Design pipe_stage_reg, sky130hd; sources not shown.
Figure 1. Signal wires by layer.
The bar under the picture is 50 µm long.
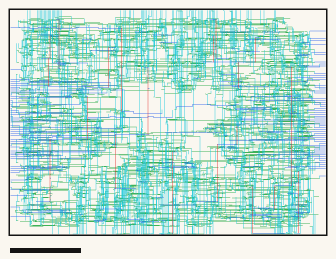
met4: marked red, wire length 682 µm. met3: marked blue, wire length 3,880 µm. met2: marked cyan, wire length 19,200 µm. met1: marked green, wire length 19,600 µm.
GRT Resource Usage Total: 0.245
final wirelength: 43,400 µm
Vias: 11,378
WL/cell: 22.2 µm

Figure 2. Where the registers sit.
The bar under the picture is 50 µm long. Other sequential cells in the stronger grey, the rest of the logic in the fainter grey.
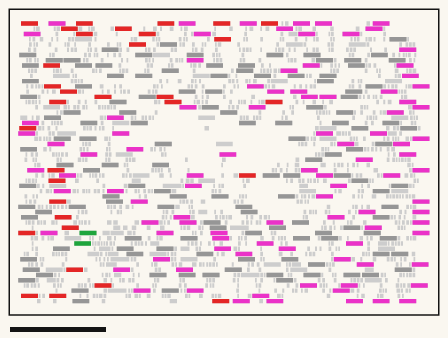
`count`: marked green, placed flops 2. `u_main.pc4`: marked red, placed flops 32. `u_main.data`: marked magenta, placed flops 96, where widely spread.
Another 130 sequential cells are not coloured.
fin util: 0.441
sequential group power: 1850 µW
Storage cell area: 6510 µm²

Figure 3. Congestion heat map.
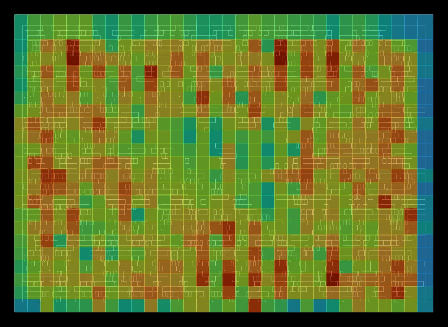
GR Layer Usage met3: 0.0695
met1 Usage GRT: 0.352

Figure 4. Gate-type map.
The bar under the picture is 50 µm long.
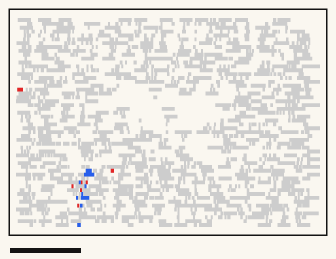
inverters: marked red, cells 7, most used inv_1, where lower left. NOR gates: marked blue, cells 9, most used nor2_1, where lower left.
combinational share of cell area: 0.400
Final Instance Count excl. Fillers: 1,957
commonest non-fill, non-tap cell in the layout: nand2_1

==> GITHUB_STEP_SUMMARY <==
## Implementation flow summary

| Metric | Value |
|---|---|
| Met2 usage | `0.354` |
| Crit-path leading delay family | `buffers and inverters` |
| CTS Buf Count | `29` |
| Flop share of the area | `0.469` |
| Die area | `35,100 µm²` |
| Hold-fix buffers, CTS | `0` |
| Resized Gates After CTS | `0` |
| Comb. cell area | `5540 µm²` |
| # Cells Yosys | `roughly 1,600` |
| CTS tree | `done` |
| Final Cell Area | `13,900 µm²` |
| Post-synth seq share | `0.506` |
| Clock-net power | `about 1200 µW` |
| Uppermost layer routed | `met4` |
| Crit. path cell count | `7` |
| GRT Max-Usage Layer | `met2` |
| RSZ-0062 raised after global routing | `false` |
| Layout filler cell count | `3,139` |
| Initial antenna violation count | `0` |
| Placement Setup Slack | `4.52 ns` |
| EDFF count, synth | `0` |
| Flip-flops | `260` |
| Clk tree area frac | `0.0680` |
| Status | `finished, final reports clean` |
| Detail Placement HPWL | `22,400 µm` |
| Max incr delay on CP | `slightly above 0.9 ns` |
| Switching power | `1330 µW` |
| Worst-margin pin slew | `1.07 ns` |
| Clk latency late pin | `around 0.56 ns` |
| Worst hold path class | `reg -> reg` |
| And+or+nand+nor area frac | `0.425` |
| Clock Pin Slew Worst Setup and Hold Paths | `approximately 0.070 ns` |
| Top cells, area | `dfrtp_1 (51%), nand3_1 (20%), nand2_1 (16%)` |
| Metal1 wirelength | `around 20,000 µm` |
| Total design power | `about 3400 µW` |
| WHS | `0.504 ns` |
| Post-Syn Area | `12,900 µm²` |
| Final Hold Violation Tally | `0` |
| Clock share of power | `0.356` |
| Root buffer cell | `clkbuf_16` |
| Die span in y | `158 µm` |
| H-tree depth | `1` |
| CP Class | `reg -> reg` |
| Critical Path Sink Type | `flop` |
| Cells on worst reg2reg path | `7` |
| Syn Inst Count | `1,625` |
| Largest area contributor in the netlist | `dfrtp_1` |
| Initial detailed-routing violation count | `1,241` |
| # DRC | `0` |
| Clock tree buffer depth | `3` |
| Synth mux share | `0` |
| Global placement routability congestion | `0.746` |
| Most used cell, CP | `buf_4` |
| Crit start category | `flop` |
| Fp util | `0.409` |
| Largest net degree at the start of global routing | `131` |
| Non-clock buffer count | `27` |
| Postcts setup bufs | `0` |
| Most instantiated logic cells after routing | `nand2_1 (529), nand3_1 (514), dfrtp_1 (260)` |
| Synth warn | `0` |
| Comb power frac | `0.099` |
| Worst vdd ir | `115 µV` |
| Post-route setup TNS | `0 ns` |
| Most frequent cell after synthesis | `nand2_1` |
| Tmin final | `4.07 ns` |
| Buffer share of cell area | `0.0228` |
| CP Max Fanout | `93` |
| Fin. max-slew vios | `0` |
| CP max stage cell | `buf_4` |
| Main flop type after synthesis | `dfrtp_1` |
| Crit path buf inv count | `2` |
| Yosys Chip Area | `between 10,000 and 15,000 µm²` |
| Slew HR | `0.288` |
| Worst Hold Path Cells | `2` |
| Final setup viols | `0` |
| Flops after synth | `260` |
| Worst path cell trace | `nand2_4, nor2_4, nor2_8, buf_4, buf_4, nand4_1, nand2_1` |
| Global-route wire length before repair | `67,800 µm` |
| Sw Share | `0.393` |
| Worst reg-to-reg setup slack | `about 4.7 ns` |
| Met2 routed WL | `around 19,000 µm` |
| Most common library cells after synthesis | `nand2_1 (531), nand3_1 (516), dfrtp_1 (260)` |
| DR vias/cell | `5.81` |
| Clock sink total | `260` |
| WL met3 | `3880 µm` |
| Top Ports | `266` |
| Layout Nets | `1,649` |
| Synth logic family | `simple AND/OR/NAND/NOR gates` |
| Share of layout cells above drive strength 1 | `0.0586` |
| Clkbuf count | `about 44` |
| Core Box Area | `roughly 31,000 µm²` |
| Antenna diodes | `0` |
| Flop pwr share | `0.546` |
| FP Rows | `around 54` |
| Final Skew | `around 0.021 ns` |
| Leakage | `0.00744 µW` |
Power is estimated from default activity; no workload was simulated.
